[src/rtl/bcd_pkg.sv]
`default_nettype none
// ============================================================================
// Module      : bcd_pkg
// Description : Shared constants and helpers for the multi-digit BCD counter.
//               Holds the decade width, the legal digit limits and the
//               nibble clamp used when a parallel load is applied.
// Revision    : 1.0 - initial release
// ============================================================================
package bcd_pkg;

    // Bits per BCD decade
    localparam int unsigned BCD_W = 4;

    // Largest and smallest legal digit values
    localparam logic [BCD_W-1:0] BCD_MAX = 4'd9;
    localparam logic [BCD_W-1:0] BCD_MIN = 4'd0;

    // Map any nibble onto a legal digit: 0..9 pass through, A..F become 9
    function automatic logic [BCD_W-1:0] bcd_clamp(input logic [BCD_W-1:0] nib);
        if (nib > BCD_MAX) begin
            return BCD_MAX;
        end
        return nib;
    endfunction

endpackage : bcd_pkg
`default_nettype wire

[src/rtl/bcd_decade.sv]
`default_nettype none
// ============================================================================
// Module      : bcd_decade
// Description : One BCD digit of the cascaded counter. Steps up or down on
//               step_in, loads a clamped nibble on load, and reports a
//               combinational carry/borrow to the next decade when it rolls
//               over in the current direction.
// Revision    : 1.0 - initial release
// ============================================================================
module bcd_decade
    import bcd_pkg::*;
(
    input  logic             clk,
    input  logic             reset,
    input  logic             step_in,
    input  logic             up,
    input  logic             load,
    input  logic [BCD_W-1:0] load_nib,
    output logic [BCD_W-1:0] digit,
    output logic             carry_out
);

    // Digit sits at the rollover point for the current direction
    logic at_limit;

    assign at_limit  = up ? (digit == BCD_MAX) : (digit == BCD_MIN);

    // Carry/borrow is combinational so the whole chain ripples in one cycle
    assign carry_out = step_in & at_limit;

    // Digit register: reset, then load, then step, otherwise hold
    always_ff @(posedge clk) begin
        if (reset) begin
            digit <= BCD_MIN;
        end else if (load) begin
            digit <= bcd_clamp(load_nib);
        end else if (step_in) begin
            if (up) begin
                digit <= at_limit ? BCD_MIN : (digit + 4'd1);
            end else begin
                digit <= at_limit ? BCD_MAX : (digit - 4'd1);
            end
        end
    end

endmodule : bcd_decade
`default_nettype wire

[src/rtl/bcd_multi_counter.sv]
`default_nettype none
// ============================================================================
// Module      : bcd_multi_counter
// Description : DIGITS cascaded BCD decades paced by a TICK_MAX-cycle
//               prescaler. Supports up/down counting, clamped parallel load,
//               and registered step / whole-counter wrap pulses. Digit 0 is
//               the least significant nibble of bcd / load_val.
// Revision    : 1.0 - initial release
// ============================================================================
module bcd_multi_counter
    import bcd_pkg::*;
#(
    parameter int DIGITS   = 4,            // 1..8 decades
    parameter int TICK_MAX = 100000000     // clock cycles per count step, >= 1
) (
    input  logic                    clk,
    input  logic                    reset,
    input  logic                    en,
    input  logic                    up,
    input  logic                    load,
    input  logic [BCD_W*DIGITS-1:0] load_val,
    output logic [BCD_W*DIGITS-1:0] bcd,
    output logic                    step_o,
    output logic                    wrap_o
);

    // Prescaler needs at least one bit even when every cycle is a step
    localparam int unsigned       PRE_W    = (TICK_MAX > 1) ? $clog2(TICK_MAX) : 1;
    localparam logic [PRE_W-1:0]  PRE_LAST = PRE_W'(TICK_MAX - 1);

    logic [PRE_W-1:0] prescaler;
    logic             step;
    // chain[0] is the prescaler step; chain[k+1] is decade k's carry/borrow
    logic [DIGITS:0]  chain;

    assign step     = en & (prescaler == PRE_LAST);
    assign chain[0] = step;

    // Prescaler: cleared by reset or load, frozen while en is low
    always_ff @(posedge clk) begin
        if (reset) begin
            prescaler <= '0;
        end else if (load) begin
            prescaler <= '0;
        end else if (en) begin
            prescaler <= (prescaler == PRE_LAST) ? '0 : (prescaler + 1'b1);
        end
    end

    // One decade per digit, each stepped by the carry of the one below
    generate
        for (genvar k = 0; k < DIGITS; k++) begin : g_digit
            bcd_decade u_decade (
                .clk       (clk),
                .reset     (reset),
                .step_in   (chain[k]),
                .up        (up),
                .load      (load),
                .load_nib  (load_val[k*BCD_W +: BCD_W]),
                .digit     (bcd[k*BCD_W +: BCD_W]),
                .carry_out (chain[k+1])
            );
        end
    endgenerate

    // Output pulses line up with the new count; a load suppresses both
    always_ff @(posedge clk) begin
        if (reset) begin
            step_o <= 1'b0;
            wrap_o <= 1'b0;
        end else begin
            step_o <= step & ~load;
            wrap_o <= chain[DIGITS] & ~load;
        end
    end

endmodule : bcd_multi_counter
`default_nettype wire

[config.mk]
export PLATFORM = sky130hd
export DESIGN_NAME = bcd_multi_counter
export DESIGN_NICKNAME = d
export VERILOG_FILES = /design/src/rtl/bcd_pkg.sv /design/src/rtl/bcd_decade.sv /design/src/rtl/bcd_multi_counter.sv
export SDC_FILE = /design/constraint.sdc
export NUM_CORES = 1
export LEC_CHECK = 0
export ABC_AREA = 1
export CELL_PAD_IN_SITES_DETAIL_PLACEMENT = 0
export CELL_PAD_IN_SITES_GLOBAL_PLACEMENT = 2
export CORE_ASPECT_RATIO = 1.25
export CORE_MARGIN = 4
export CORE_UTILIZATION = 32
export DETAILED_ROUTE_END_ITERATION = 6
export PLACE_DENSITY_LB_ADDON = 0.1
export SLEW_MARGIN = 0
export SYNTH_ARGS = -nofsm -noshare
export SYNTH_HDL_FRONTEND = slang
export SYNTH_SLANG_ARGS = --single-unit
[constraint.sdc]
create_clock -name clk -period 5.2 [get_ports clk]
set_clock_uncertainty 0.15 [all_clocks]
set_input_delay 1.04 -clock clk [delete_from_list [all_inputs] [get_ports clk]]
set_output_delay 1.04 -clock clk [all_outputs]
set_load 0.1 [all_outputs]
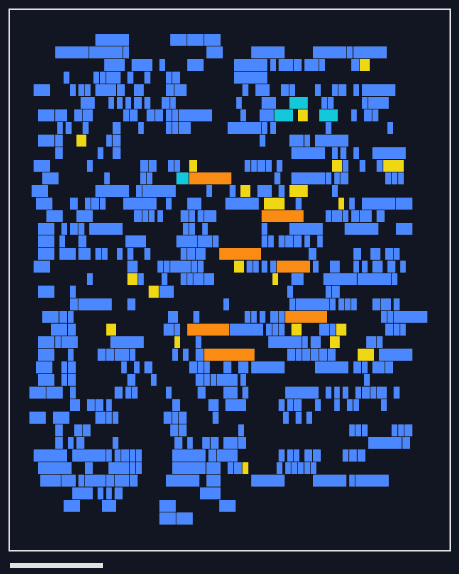
*Drive-strength map, run 1*
The bar under the picture is 20 um long.
Key: drive 3 to 4 = cyan [cells 4]; drive 6 and up = orange [cells 7]; drive 2 = yellow [cells 21]; drive 1 or less = blue [cells 470]
final instance area: 0.00368 mm2
Buffers, non-clock: 39

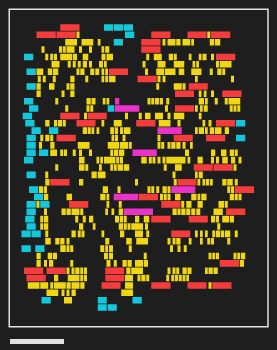
*Placed cells, one colour a class, run 1*
The bar under the picture is 20 um long.
Key: other buffers and delay cells = cyan [cells 39, share of their area 11%]; clock drivers and dummy loads = magenta [cells 7, share of their area 4.5%]; all other logic = yellow [cells 411, share of their area 59%]; flip-flops = red [cells 45, share of their area 26%]

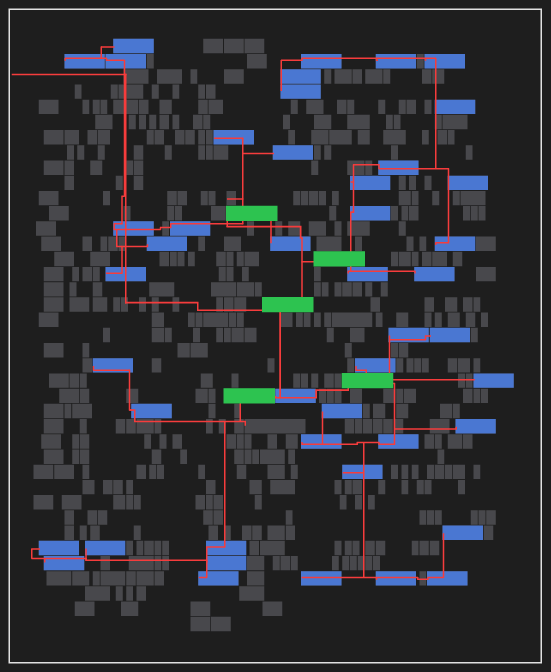
*Clock distribution, run 1*
Key: flip-flops = blue [count 45]; cells driving clock nets = green [count 5]; clock wires = red [length 675 um]
Position of the flops: widely spread.
clock group share of total power: 0.371
insertion delay at the late pin of the worst-skew pair: 0.28 ns
Clk. pwr: 358 uW

==> notes.md, run 1 <==
yosys + openroad results -> status=completed, final net count=approximately 540, CTS Hold Bufs=0, Registers, synthesis=about 45, largest net degree at the start of global routing=26, critical path peak fanout=18, dpl hpwl=6580 um, FP Core Util=0.329, largest area contributor in the netlist=dfxtp_1, worst stage delay on the critical path=0.93 ns, critical path depth=10, Worst-Margin Slew=0.985 ns, Clock buffer cells=5, total area of sequential cells=901 um2, Cell Pwr Density=262 mW/mm2, FFs & Latches=45, CP Capture Point=g_digit[3].u_decade.digit[1], clk slew on worst S/H paths=~0.070 ns, drt drc=0, fin cells=~630, Crit. Startpoint=up, Post-synth EDFFs=0, die extent in x=around 95 um, via/cell ratio=around 4.7, Final Hold Violating Endpoints=0, hold slack=approximately 0.35 ns, Slowest-stage cell, CP=clkdlybuf4s50_1, PortBufs=38, grt total ovfl=0, Final Max Tran Viols=0, top cell category=logic gates, Iter 0 DRT Violations=122, Fmax=310 MHz, main flop type=dfxtp_1, Routed Antenna Nets=0, Max Buffers Root-to-Sink=2, asr flop ratio synth=0, R2R Setup Slk=roughly 3 ns, Most common cell on crit path=nand2_1, Seq/Total Area, Yosys=0.298, CTS HTree Levels=2, Critical Path RT=5.23 ns, crit path capture type=flop, multi-input gates=approximately 350, drt first pass iters=4, routability cong.=about 0.75, vias in the first global route=roughly 2.9k, Post-CTS Resized=0, CTS Sinks=between 40 and 50, Final Cycle Share=0.621, Seq area share=0.245, Slew HR=0.341, CP Launch Type=primary input, io pins=39, setup TNS=0 ns, Buf+Inv Stages, Crit Path=3, worst reg2reg endpoint=prescaler[21], Hold Path Depth=2, YS chip area=0.00302 mm2, cell count in the Yosys report=roughly 470, signal buffers share of area=0.105, Log Warnings=36, Final Core Density=0.401, post-layout minimum cycle time=~3.2 ns, Site Rows=39, Die Area=roughly 0.011 mm2, Post-Syn Area=slightly above 0.003 mm2, Antenna diodes=0, Worst VDD drop=0.138 mV, CTS tree=built, inverters=about 59, Pleak=~1.5 nW, synth-to-layout area growth=21.9%, Global Route Usage Sum=0.158, global-route wire length before repair=approximately 14000 um, crit path kind=in2reg, Floorplan Nets=roughly 500, per-cell routed wire length=approximately 13 um, core area=0.00917 mm2, RSZ-0062 raised after global routing=false, Max Cap Violations=0, top cells, area=dfxtp_1 30%, nand2_1 12%, nor2_1 9.2%, combinational share of cell area=0.504, Well Taps=123, MI comb area=0.00186 mm2, dpl cells=618, Synth Area per Inst=about 6.5 um2, CP top delay family=buffers and inverters, setup bufs post-CTS=0, CP Cell Sequence=clkdlybuf4s50_1 > inv_1 > nand2_1 > nand2_1 > inv_1 > nand4_1 > nand2_2 > nand2_1 > nor2_1 > nor2_1, final setup violation count=0, Vias=2961, synth unique cells=between 40 and 50, initial antenna violation count=0, Hold WC Path Type=reg2reg, clock root cell=clkbuf_16, R2R Path Start=prescaler[0], Vert. Die Dim=~120 um, TritonCTS Buffers=5, Synth top area share=0.298, critical path arrival=about 3.3 ns, worst reg2reg path depth=9, Layout fillers=around 1.0k, share of layout cells above drive strength 1=0.0637, final-layout clock-cell area share=0.0435, Gate Count Post-Synth=around 470, Routed WL=between 8000 and 9000 um, Synth Warn #=0
-- run 1: worst min-delay path, cell delays in order (launching register included) --
cell	delay, ns
dfxtp_1	0.31
inv_1	0.08
a21oi_1	0.06
-- run 1: flip-flops by register name, indices dropped and copies added, names as in the netlist --
signal                  flops
prescaler                  27
g_digit.u_decade.digit     16
step_o                      1
wrap_o                      1
-- run 1: report_power, final --
part	switching [mW]	leakage, nW	internal (mW)
Clock	0.134	0.0797	0.223
Combinational	0.158	1.08	0.0745
Sequential	0.0182	0.367	0.356
-- run 1: metrics by stage --
step	power, mW	worst slack, ns	instance area, um2
finish	0.964	1.97	3680
detailed placement	0.615	1.64	3520
CTS	0.975	1.94	3680
global placement	0.617	1.66	3520
global route	1.01	1.72	3680
floorplan	0.551	2.76	3020
-- run 1: synth_stat cells (all sizes together), types with 2 or more instances --
library cell  instances
a21oi                28
a22oi                 2
a31oi                 3
buf                   5
clkbuf                4
clkinv                3
dfxtp                45
ha                   15
inv                  56
nand2               103
nand3                38
nand4                11
nor2                 82
nor3                  9
o21a                  2
o21ai                22
o22ai                 4
or2                   4
xnor2                 7
xor2                 12
-- run 1: placed cells by master (no fill, tap or decap), types with 2 or more instances in the layout --
| master | synthesis | layout |
|---|---|---|
| a31oi_1 | 3 | 3 |
| clkinv_1 | 3 | 3 |
| o22ai_1 | 4 | 4 |
| o21ai_0 | 17 | 17 |
| or2_2 | 3 | 3 |
| nor2_4 | 2 | 2 |
| nor3_1 | 9 | 9 |
| nor2_2 | 5 | 5 |
| nand3_1 | 37 | 37 |
| inv_2 | 4 | 4 |
| xor2_1 | 12 | 12 |
| clkbuf_16 | 0 | 5 |
| dfxtp_1 | 45 | 45 |
| nand2_2 | 4 | 4 |
| a22oi_1 | 2 | 2 |
| xnor2_1 | 7 | 7 |
| a21oi_1 | 28 | 28 |
| nand4_1 | 10 | 10 |
| o21ai_1 | 5 | 5 |
| nor2_1 | 74 | 74 |
| o21a_1 | 2 | 2 |
| ha_1 | 15 | 15 |
| nand2_1 | 98 | 98 |
| clkdlybuf4s50_1 | 0 | 38 |
| inv_1 | 52 | 52 |
-- run 1: worst min path at each step --
stage                     slack (ns)     startpoint             to
final                           0.35  prescaler[25]  prescaler[25]
after global routing            0.39   prescaler[1]   prescaler[1]
after CTS                       0.35  prescaler[25]  prescaler[25]
after detailed placement        0.34  prescaler[25]  prescaler[25]
after global placement          0.34  prescaler[25]  prescaler[25]
after floorplan                 0.31  prescaler[25]  prescaler[25]
-- run 1: cell families (layout without fill, tap and decap cells) --
group / after synthesis / count (layout) / share of synthesized area
buffers and inverters: 68 / 105 / 0.0870
adder cells (fa/ha/maj): 15 / 15 / 0.0622
AND-OR/OR-AND: 66 / 66 / 0.121
XOR/XNOR: 19 / 19 / 0.0551
flip-flops: 45 / 45 / 0.298
AND/OR/NAND/NOR: 252 / 252 / 0.376
-- run 1: metal layers --
metal	share of wire	wire length, um	up-vias	global-route usage
met3	0.031	258	6	0.0245
met4	0.010	84	0	0.0366
met1	0.46	3850	1325	0.200
met2	0.49	4100	52	0.281
met5	0	0	-	0
li1	-	-	1578	-
==> run 2: changes to the inputs <==
--- a/config.mk
+++ b/config.mk
@@ -10,7 +10,7 @@
 export CELL_PAD_IN_SITES_GLOBAL_PLACEMENT = 2
 export CORE_ASPECT_RATIO = 1.25
 export CORE_MARGIN = 4
-export CORE_UTILIZATION = 32
+export CORE_UTILIZATION = 30
 export DETAILED_ROUTE_END_ITERATION = 6
 export PLACE_DENSITY_LB_ADDON = 0.1
 export SLEW_MARGIN = 0
==> constraint.sdc (replaced) <==
create_clock -name clk -period 3.3 [get_ports clk]
set_clock_uncertainty 0.15 [all_clocks]
set_input_delay 0.66 -clock clk [delete_from_list [all_inputs] [get_ports clk]]
set_output_delay 0.66 -clock clk [all_outputs]
set_load 0.1 [all_outputs]
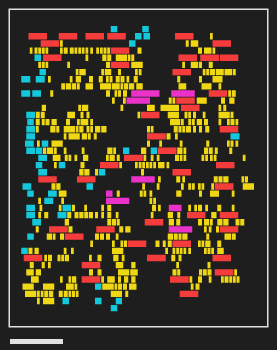
*Placed cells, one colour a class, run 2*
The bar under the picture is 20 um long.
Key: clock drivers and dummy loads = magenta [cells 8, share of their area 5.0%]; other buffers and delay cells = cyan [cells 44, share of their area 11%]; flip-flops = red [cells 45, share of their area 25%]; all other logic = yellow [cells 411, share of their area 59%]
Final Core Density: 0.380
Seq area share: 0.244

==> run 2 against run 1 <==
First-iteration DRC count is 9.8% lower. Via count increased by 1.8%. Sequential cell count is the same. Register-to-register slack got worse by 1.7 ns. Routed wire length increased by 2.8%. Critical path type unchanged. Highest routed layer unchanged.
==> notes.md, run 2 <==
yosys + openroad results -> Slew HR=0.726, top post-synthesis cells by count=98 x nand2_1, 74 x nor2_1, 52 x inv_1, Synth Area per Inst=6.49 um2, Largest register FFs=27, main flop type=dfxtp_1, Regs by FF count=prescaler (27), g_digit.u_decade.digit (16), Post-synth EDFFs=0, crit path capture type=flop, clock group share of total power=0.385, Seq/Total Area, Yosys=0.298, final net count=about 540, PortBufs=38, Registers, synthesis=roughly 45, critical path arrival=2.32 ns, TritonCTS Buffers=5, CTS Hold Bufs=0, Worst VDD drop=between 0.15 and 0.2 mV, die extent in x=approximately 98 um, crit path kind=in2reg, cell count in the Yosys report=465, Antenna diodes=0, Final Max Tran Viols=0, Top reg by flops=prescaler, CTS HTree Levels=2, Commonest Layout Cell=nand2_1, Post-Syn Area=just over 0.003 mm2, most frequent cell after synthesis=nand2_1, Log Warnings=36, Final Cycle Share=0.692, Gate Count Post-Synth=~470, Iter 0 DRT Violations=between 100 and 150, Global Route Usage Sum=0.149, Hold Path Sink=prescaler[0], vias in the first global route=between 2k and 3k, share of layout cells above drive strength 1=0.110, Synth Warn #=0, Min-Delay Startpoint=prescaler[0], setup bufs post-CTS=0, synth-to-layout area growth=22.3%, fin cells=between 600 and 700, YS chip area=roughly 0.0030 mm2, FP Core Util=0.311, clk slew on worst S/H paths=0.07 ns, Routed Antenna Nets=0, CTS Sinks=~45, Worst-Margin Slew=slightly above 0.4 ns, Final Hold Violating Endpoints=0, critical path peak fanout=7, status=completed, via/cell ratio=4.75, Place WS=slightly above 0.7 ns, Die Area=~0.012 mm2, io pins=39, initial antenna violation count=0, Vias=around 3.0k, Synth top area share=0.298, Fmax=438 MHz, switch share=0.321, post-layout minimum cycle time=around 2.3 ns, core area=just under 0.01 mm2, asr flop ratio synth=0, NetSw=500 uW, CTS tree=built, Hold WC Path Type=reg2reg, R2R Setup Slk=around 1.3 ns, RSZ-0062 raised after global routing=false, Cell Pwr Density=between 400 and 500 mW/mm2, R2R Path Start=g_digit[1].u_decade.digit[0], final setup violation count=0, dpl cells=626, hold slack=approximately 0.35 ns, Floorplan Nets=~500, largest net degree at the start of global routing=18, final instance area=approximately 0.0037 mm2, Pleak=around 1.6 nW, drt drc=0, dominant logic cell types in the final layout=98 x nand2_1, 74 x nor2_1, 52 x inv_1, CP Launch Type=primary input, global-route wire length before repair=~14000 um, per-cell routed wire length=13.4 um, grt total ovfl=0, Site Rows=40, drt first pass iters=4, PnR worst setup slack=about 1.0 ns, Vert. Die Dim=roughly 120 um, dpl hpwl=just under 7000 um, clock root cell=clkbuf_16, Combinational Power Share=0.236, worst reg2reg path depth=11, sequential share of power=0.379, routability cong.=0.793, Hold Path Depth=2, Pint=about 1.1 mW, synth unique cells=between 40 and 50, largest area contributor in the netlist=dfxtp_1, Routed WL=about 8500 um, Max Buffers Root-to-Sink=2, insertion delay at the late pin of the worst-skew pair=roughly 0.29 ns, Critical Path RT=3.34 ns
[run 2: metal layers]
layer,part of all wire,vias to the layer above,track usage
li1,-,1591,-
met1,0.45,1355,0.173
met2,0.50,57,0.274
met3,0.031,11,0.0244
met4,0.020,0,0.0494
met5,0,-,0
[run 2: layout make-up]
type | count | area [um2]
Fill cell | 1076 | 6020
Multi-Input combinational cell | 352 | 1860
Sequential cell | 45 | 901
Timing Repair Buffer | 44 | 380
Inverter | 59 | 221
Tap cell | 126 | 158
Clock buffer | 6 | 139
Clock inverter | 2 | 37.5
[run 2: power by group through the flow]
stage               Combinational, mW  Clock, mW  Sequential (mW)
floorplan                       0.160          0            0.708
global placement                0.372          0            0.602
detailed placement              0.369          0            0.602
CTS                             0.370      0.618            0.589
global route                    0.404      0.641            0.594
finish                          0.366      0.598            0.589
[run 2: through the flow]
stage,util,total power [mW]
2_1_floorplan,-,0.868
3_3_place_gp,0.362,0.974
3_5_place_dp,0.362,0.970
4_1_cts,0.380,1.58
5_1_grt,0.380,1.64
6_report,0.380,1.55
[run 2: how the worst max path moves through the flow]
stage | start | to | slack, ns | cells after the start
3_5_place_dp | en | prescaler[24] | 0.71 | 10
3_3_place_gp | up | g_digit[3].u_decade.digit[1] | 0.68 | 10
4_1_cts | en | prescaler[24] | 1.01 | 10
6_report | en | prescaler[24] | 1.02 | 10
2_1_floorplan | g_digit[0].u_decade.digit[1] | g_digit[3].u_decade.digit[3] | 0.86 | 10
5_1_grt | up | g_digit[3].u_decade.digit[2] | 0.84 | 10
[run 2: critical path, cell delays in order]
cell and delay (ns):
clkdlybuf4s50_1 0.55, nand2_1 0.15, nor2_4 0.16, nand2_4 0.09
nor2_8 0.15, nand2_2 0.09, nor2_2 0.15, nand3_1 0.12
o21ai_1 0.13, nor2_1 0.05
[run 2: cells by family (layout without fill, tap and decap cells)]
family	after synthesis	count (layout)	synth area share
and+or+nand+nor	252	252	0.376
buffers and inverters	68	111	0.0870
AOI/OAI and AO/OA	66	66	0.121
DFF	45	45	0.298
xor gates and xnor gates	19	19	0.0551
adders and majority gates	15	15	0.0622
==> run 3: changes to the inputs <==
==> constraint.sdc (replaced) <==
create_clock -name clk -period 2.33 [get_ports clk]
set_clock_uncertainty 0.15 [all_clocks]
set_input_delay 0.466 -clock clk [delete_from_list [all_inputs] [get_ports clk]]
set_output_delay 0.466 -clock clk [all_outputs]
set_load 0.1 [all_outputs]
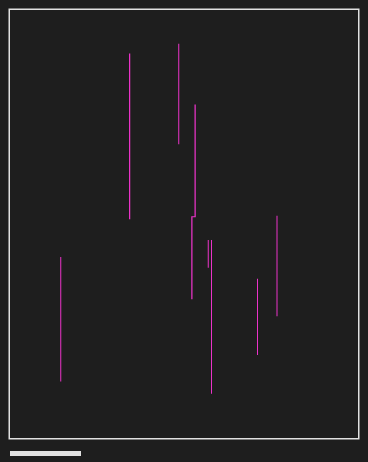
*The metal 4 layer, run 3*
The bar under the picture is 20 um long.
The wires run mostly vertical. The layer holds 3.0% of the routed length. The longest straight run is 46.2 um.
Vias: 3062
Routed WL: 8680 um

==> run 3 against run 2 <==
Via count up 1.6%. Total power up 43%. Clock power up 41%. Routed wire length up 1.9%. Worst setup slack worse by 0.72 ns. Sequential share of layout area down 0.57 points. Area after synthesis unchanged. Combinational power up 48%. Critical path type unchanged. Critical endpoint is now g_digit[1].u_decade.digit[1]. Highest routed layer unchanged.
==> notes.md, run 3 <==
yosys + openroad results -> core area=between 0.009 and 0.01 mm2, main flop type=dfxtp_1, CTS Hold Bufs=0, Iter 0 DRT Violations=approximately 120, asr flop ratio synth=0, Buf+Inv Stages, Crit Path=2, initial antenna violation count=0, post-layout minimum cycle time=around 2.0 ns, Seq/Total Area, Yosys=0.298, Routed Antenna Nets=0, Critical Path RT=about 2.4 ns, Max Cap Violations=0, Crit. Startpoint=en, critical path peak fanout=8, insertion delay at the late pin of the worst-skew pair=roughly 0.29 ns, Global Route Usage Sum=0.153, Synth Warn #=0, most frequent cell after synthesis=nand2_1, io pins=39, Post-synth EDFFs=0, top post-synthesis cells by count=98 x nand2_1, 74 x nor2_1, 52 x inv_1, dpl hpwl=7070 um, Regs by FF count=prescaler (27), g_digit.u_decade.digit (16), Min-Delay Startpoint=prescaler[0], Fmax=between 400 and 500 MHz, via/cell ratio=about 4.7, CTS tree=built, dominant logic cell types in the final layout=98 x nand2_1, 74 x nor2_1, 52 x inv_1, Antenna diodes=0, R2R Path Start=g_digit[0].u_decade.digit[1], Final Hold Violating Endpoints=0, crit path capture type=flop, CP Launch Type=primary input, routability cong.=about 0.82, final net count=between 500 and 600, top cells, area=dfxtp_1 30%, nand2_1 12%, nor2_1 9.2%, per-cell routed wire length=13.4 um, Commonest Layout Cell=nand2_1, synth-to-layout area growth=26.4%, setup bufs post-CTS=0, clk slew on worst S/H paths=0.07 ns, Top reg by flops=prescaler, Pwr Total=2.22 mW, Log Warnings=36, critical path arrival=about 2.1 ns, Place WS=-0.0360 ns, CP top delay family=simple AND/OR/NAND/NOR gates, vias in the first global route=3082, clock root cell=clkbuf_16, Registers, synthesis=45, Worst-Margin Slew=around 0.33 ns, hold slack=between 0.3 and 0.4 ns, FP Core Util=0.311, Worst VDD drop=roughly 0.25 mV, Synth Area per Inst=6.49 um2, Pleak=~1.7 nW, synth unique cells=about 42, status=completed, Gate Count Post-Synth=~470, Post-Syn Area=about 0.0030 mm2, TritonCTS Buffers=5, worst stage delay on the critical path=between 0.5 and 0.6 ns, Hold WC Path Type=reg2reg, setup TNS=0 ns, largest net degree at the start of global routing=14, Slowest-stage cell, CP=clkdlybuf4s50_1, Max Buffers Root-to-Sink=2, Post-CTS Resized=0, Synth top area share=0.298, drt first pass iters=4, final setup violation count=0, Cell Pwr Density=approximately 580 mW/mm2, die extent in x=97.7 um
==> run 3: cell counts after synthesis <==
No cell type changed its count.
==> run 3: power breakdown <==
group | total (mW) | internal (mW) | switching [mW] | leakage [nW]
Clock | 0.843 | 0.537 | 0.307 | 0.0841
Combinational | 0.541 | 0.180 | 0.361 | 1.21
Sequential | 0.836 | 0.796 | 0.0400 | 0.368
==> run 3: metal layers <==
layer,global-route usage,vias up,part of all wire
met2,0.283,63,0.51
met3,0.0244,18,0.031
met4,0.0623,0,0.030
met5,0,-,0
met1,0.173,1361,0.43
li1,-,1620,-
==> run 3: cell type report <==
cell class	instances	area (um2)
Clock buffer	7	143
Clock inverter	1	30.0
Fill cell	1087	5890
Inverter	59	221
Multi-Input combinational cell	352	1860
Sequential cell	45	910
Tap cell	126	158
Timing Repair Buffer	60	500
==> run 3: worst register-to-register path, stage by stage (launching register included) <==
cell	delay, ns
dfxtp_2	0.35
inv_1	0.13
ha_1	0.16
nand3_1	0.12
nand2_1	0.11
nand2_1	0.08
inv_2	0.07
nand4_1	0.14
nand2_2	0.20
nand2_1	0.12
nor2_1	0.11
nor2_1	0.05
==> run 3: kinds of logic (layout without fill, tap and decap cells) <==
logic type | Yosys count | in the layout | synth area share
compound gates | 66 | 66 | 0.121
xor+xnor | 19 | 19 | 0.0551
flops | 45 | 45 | 0.298
fa+ha+maj | 15 | 15 | 0.0622
buf+inv | 68 | 127 | 0.0870
simple gates | 252 | 252 | 0.376
==> run 3: final timing paths <==
check,slack [ns],end,cells past startpoint
hold reg to reg,0.35,prescaler[0],2
hold / removal,0.35,prescaler[0],2
setup / recovery,0.30,g_digit[1].u_decade.digit[1],11
setup reg to reg,0.43,g_digit[3].u_decade.digit[0],11
==> run 3: metrics by stage <==
step | std cells | area (um2)
4_1_cts | 650 | 3820
3_5_place_dp | 642 | 3640
3_3_place_gp | 642 | 3640
2_1_floorplan | 465 | 3030
6_report | 650 | 3820
5_1_grt | 650 | 3820

## Gallery

Pin map.
Pins as bars across the die edge, other pins in grey.
picture 1
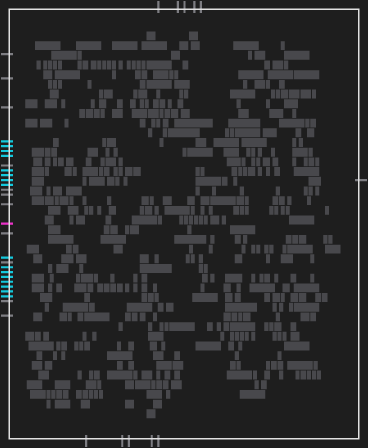
picture 2
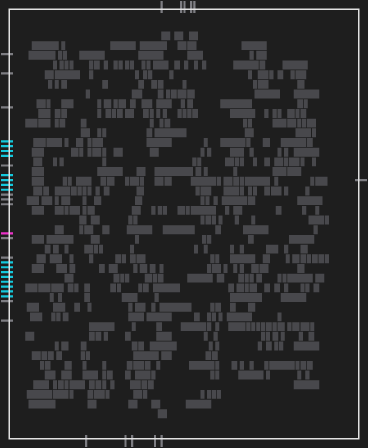
picture 3
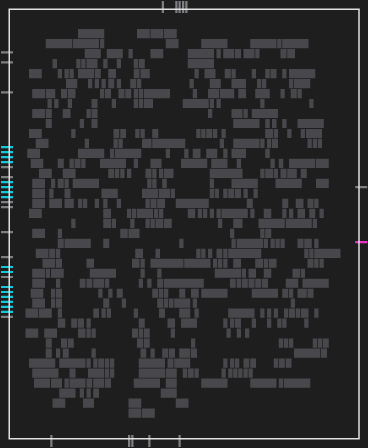
run 1 -> picture 3
run 2 -> picture 1
run 3 -> picture 2

Power figures rest on the tool's default switching activity, not on a simulated workload.
